Design input_debouncer, sky130hd; sources not shown.
**Drive-strength map**

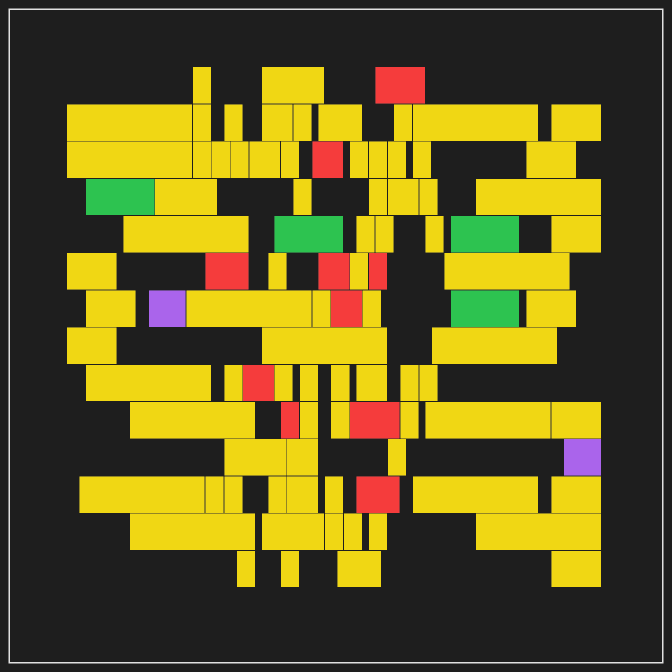
[yellow] _0 and _1 cells | cells: 80 | share: 83% | most used: nand2_1
[green] _6 and larger | cells: 4 | share: 4.2% | most used: clkbuf_8
[purple] _3 and _4 cells | cells: 2 | share: 2.1% | most used: buf_4
[red] _2 cells | cells: 10 | share: 10%
worst setup margin: 102 ps
Post-Layout Inst Area: 923 um2
Synth-to-Final Area Change: 17.3%
Non-Clock Buffer Count: 14

**Routed metal per tile**

The die is cut into 10 by 10 equal tiles; dark blue is low, red is high, scaled to the fullest tile. Values are wire area over tile area, all layers added.
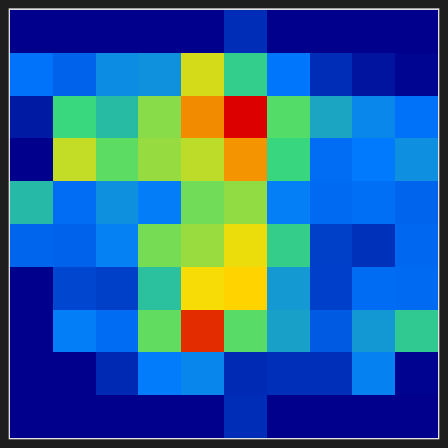
tiles over half the peak: 20%
emptiest ninth of the die: south-west
densest ninth of the die: center
mean over tiles: 0.080
fullest tile: 0.29
detailed-route wire length: 1100 um
Tot GR Track Use: 11.8%
vias post-DR: 525

**Sequential cells grouped by signal name**

Scale bar: 10 um. Other sequential cells in the stronger gray, the rest of the logic in the fainter gray.
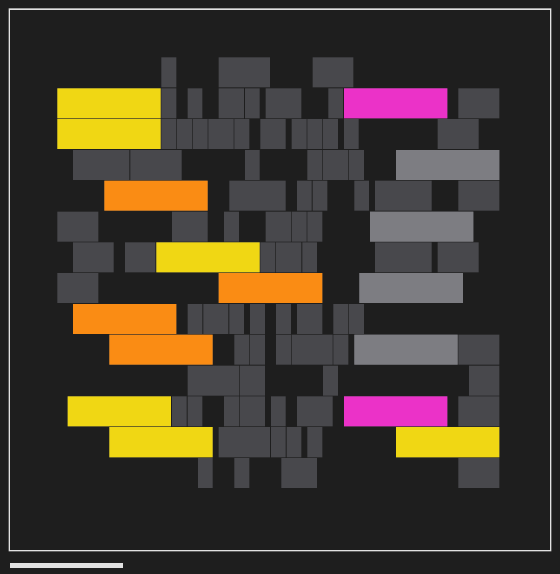
[orange] g_chan.u_chan.sync_q | sequential cells: 4 | where: west
[magenta] g_chan.u_chan.fall_o | sequential cells: 2
[yellow] g_chan.u_chan.cnt_q | sequential cells: 6
not colored: 4
flop share of the area: 43.4%
fin util: 62.0%

==> impl_metrics.tcl <==
# yosys + openroad results
set metrics [dict create \
    clkTransAtPathRegs_ps 60 \
    crit_type "reg2out" \
    reg2reg_slack_ps 790 \
    gp_congestion 0.730 \
    maxSlewHeadroom_pct 85.3 \
    postSynthSeqShare_pct 50.9 \
    vdd_drop_max_uv 669 \
    crit_slowest_cell "clkdlybuf4s50_1" \
    critPathMaxStageDelay_ps 630 \
    clock_latency_ps 240 \
    crit_cells 1 \
    grt_pass1_wl_um 1820 \
    antenna_cells 0 \
    status "finished clean" \
    clockBufferDepth 2 \
    area_leaders "dfrtp_1 (51%), nand2_1 (13%), buf_4 (7.6%), ha_1 (6.4%), inv_1 (5.7%)" \
    dieArea_um2 2270 \
    crit_path_end_kind "primary output" \
    holdPathStages 0 \
    fp_nets 96 \
    syn_area_per_cell_um2 9.05 \
    port_buffers 12 \
    nets 106 \
    worst_pin_slew_ps 220 \
    clock-root-buffer "clkbuf_8" \
    warning_count 28 \
    fp-row-count 14 \
    netlist-cell-type-count 13 \
    yosysCellCount 87 \
    drt_first_pass_iters 4 \
    postCtsSetupBuffers 0 \
    antenna_found_initial 0 \
    rsz0062_at_grt "false" \
    setup_violations 0 \
    fin_crit_sh_pct 94.5 \
    syn_area_um2 787 \
    final.fill_count 127 \
    final_layout_top_logic_cells "nand2_1 (28), dfrtp_1 (16), inv_1 (12)" \
    fin_tns_setup_ps 0 \
    hpwl_um 888 \
    drc 0 \
    hold_viol_final 0 \
    mostFrequentLayoutCell "nand2_1" \
    viasPerCell 4.69 \
    cp_num_buf_inv 1 \
    fmax_mhz 572 \
    layout-drive-gt1-share_pct 16.7 \
    die-width_um 47.7 \
    synth_top_area_share_pct 50.9 \
    power.density_nw_per_um2 1110 \
    htreeDepth 1 \
    io_pins 13 \
    final_max_slew_viol_count 0 \
    grt_pass1_vias 437 \
    die_h_um 47.7 \
    numCtsBuffers 3 \
    syn_inst 87 \
    synth_chip_area_um2 787 \
    path_max_fanout 5 \
    core_area_um2 1490 \
    cp-start-kind "flip-flop" \
    worstPathRequired_ps 1390 \
    ctsHoldBuffers 0 \
    cts_tree "yes" \
    synth.largest_area_cell "dfrtp_1" \
    synth.ff_latch_count 16 \
    hp-class "reg2reg" \
    synth_warnings 0 \
    p_leak_uw 0.000502 \
    max-cap-violations 0 \
    grt_max_degree 17 \
    core_util_floorplan_pct 52.9 \
    rr_worst_depth 5 \
    finalClockSkew_ps 0.724 \
    cts_num_sinks 16 \
    wl_per_cell_um 9.85 \
    critPathArrivalTime_ps 1290 \
    path_cells "clkdlybuf4s50_1" \
    path_delay_family "buffers and inverters" \
    ant_nets 0 \
]
-- synth_stat cells, drive strengths merged --
cell type and instances:
buf 9, a21oi 2, inv 14, nand3 2
nand2 30, ha 4, dfrtp 16, nand4 6
nor2 4
-- per-layer routing --
metal  vias up  GRT usage, %  share of wire (%)
li1        276             -                  -
met1       232          15.2                 46
met2        15          17.9                 45
met3         2          6.77                8.3
met4         0          1.61               0.54
met5         -             0                  0
-- logic make-up (layout without fill, tap and decap cells) --
logic type | Yosys count | count (layout) | synth area share [%]
buf+inv | 23 | 32 | 15.7
simple gates | 42 | 42 | 24.8
fa+ha+maj | 4 | 4 | 6.36
compound gates | 2 | 2 | 2.23
flops | 16 | 16 | 50.9
-- repair_timing --
item / in CTS / in global routing
gates resized: 2 / 0
setup endpoints to repair: 2 / 0
hold endpoints to repair: 0 / 0
-- cell type report --
cell class | instances | area (um2) | area share, %
clock buffers | 4 | 55.1 | 5.96
inverters | 14 | 52.6 | 5.69
multi-input cells | 48 | 263 | 28.5
flip-flops and latches | 16 | 400 | 43.4
well taps | 16 | 20.0 | 2.17
repair buffers | 14 | 133 | 14.4
-- metrics by stage --
step	cell area, um2	setup slack [ps]	hold WS (ps)	total power, uW	std cells
after floorplan	787	629	167	682	87
after global placement	871	150	336	744	108
after detailed placement	871	134	343	757	108
after CTS	923	87.0	356	1040	112
after global routing	923	57.8	363	1100	112
final	923	102	353	1020	112
-- report_power, final --
part | leakage (uW) | internal [uW] | switching [uW] | total, uW
clock network | 0.0000288 | 188 | 107 | 295
logic | 0.000263 | 118 | 173 | 291
registers | 0.000210 | 395 | 42.4 | 438
No activity file was given, so power comes from the tool's default toggle rates.
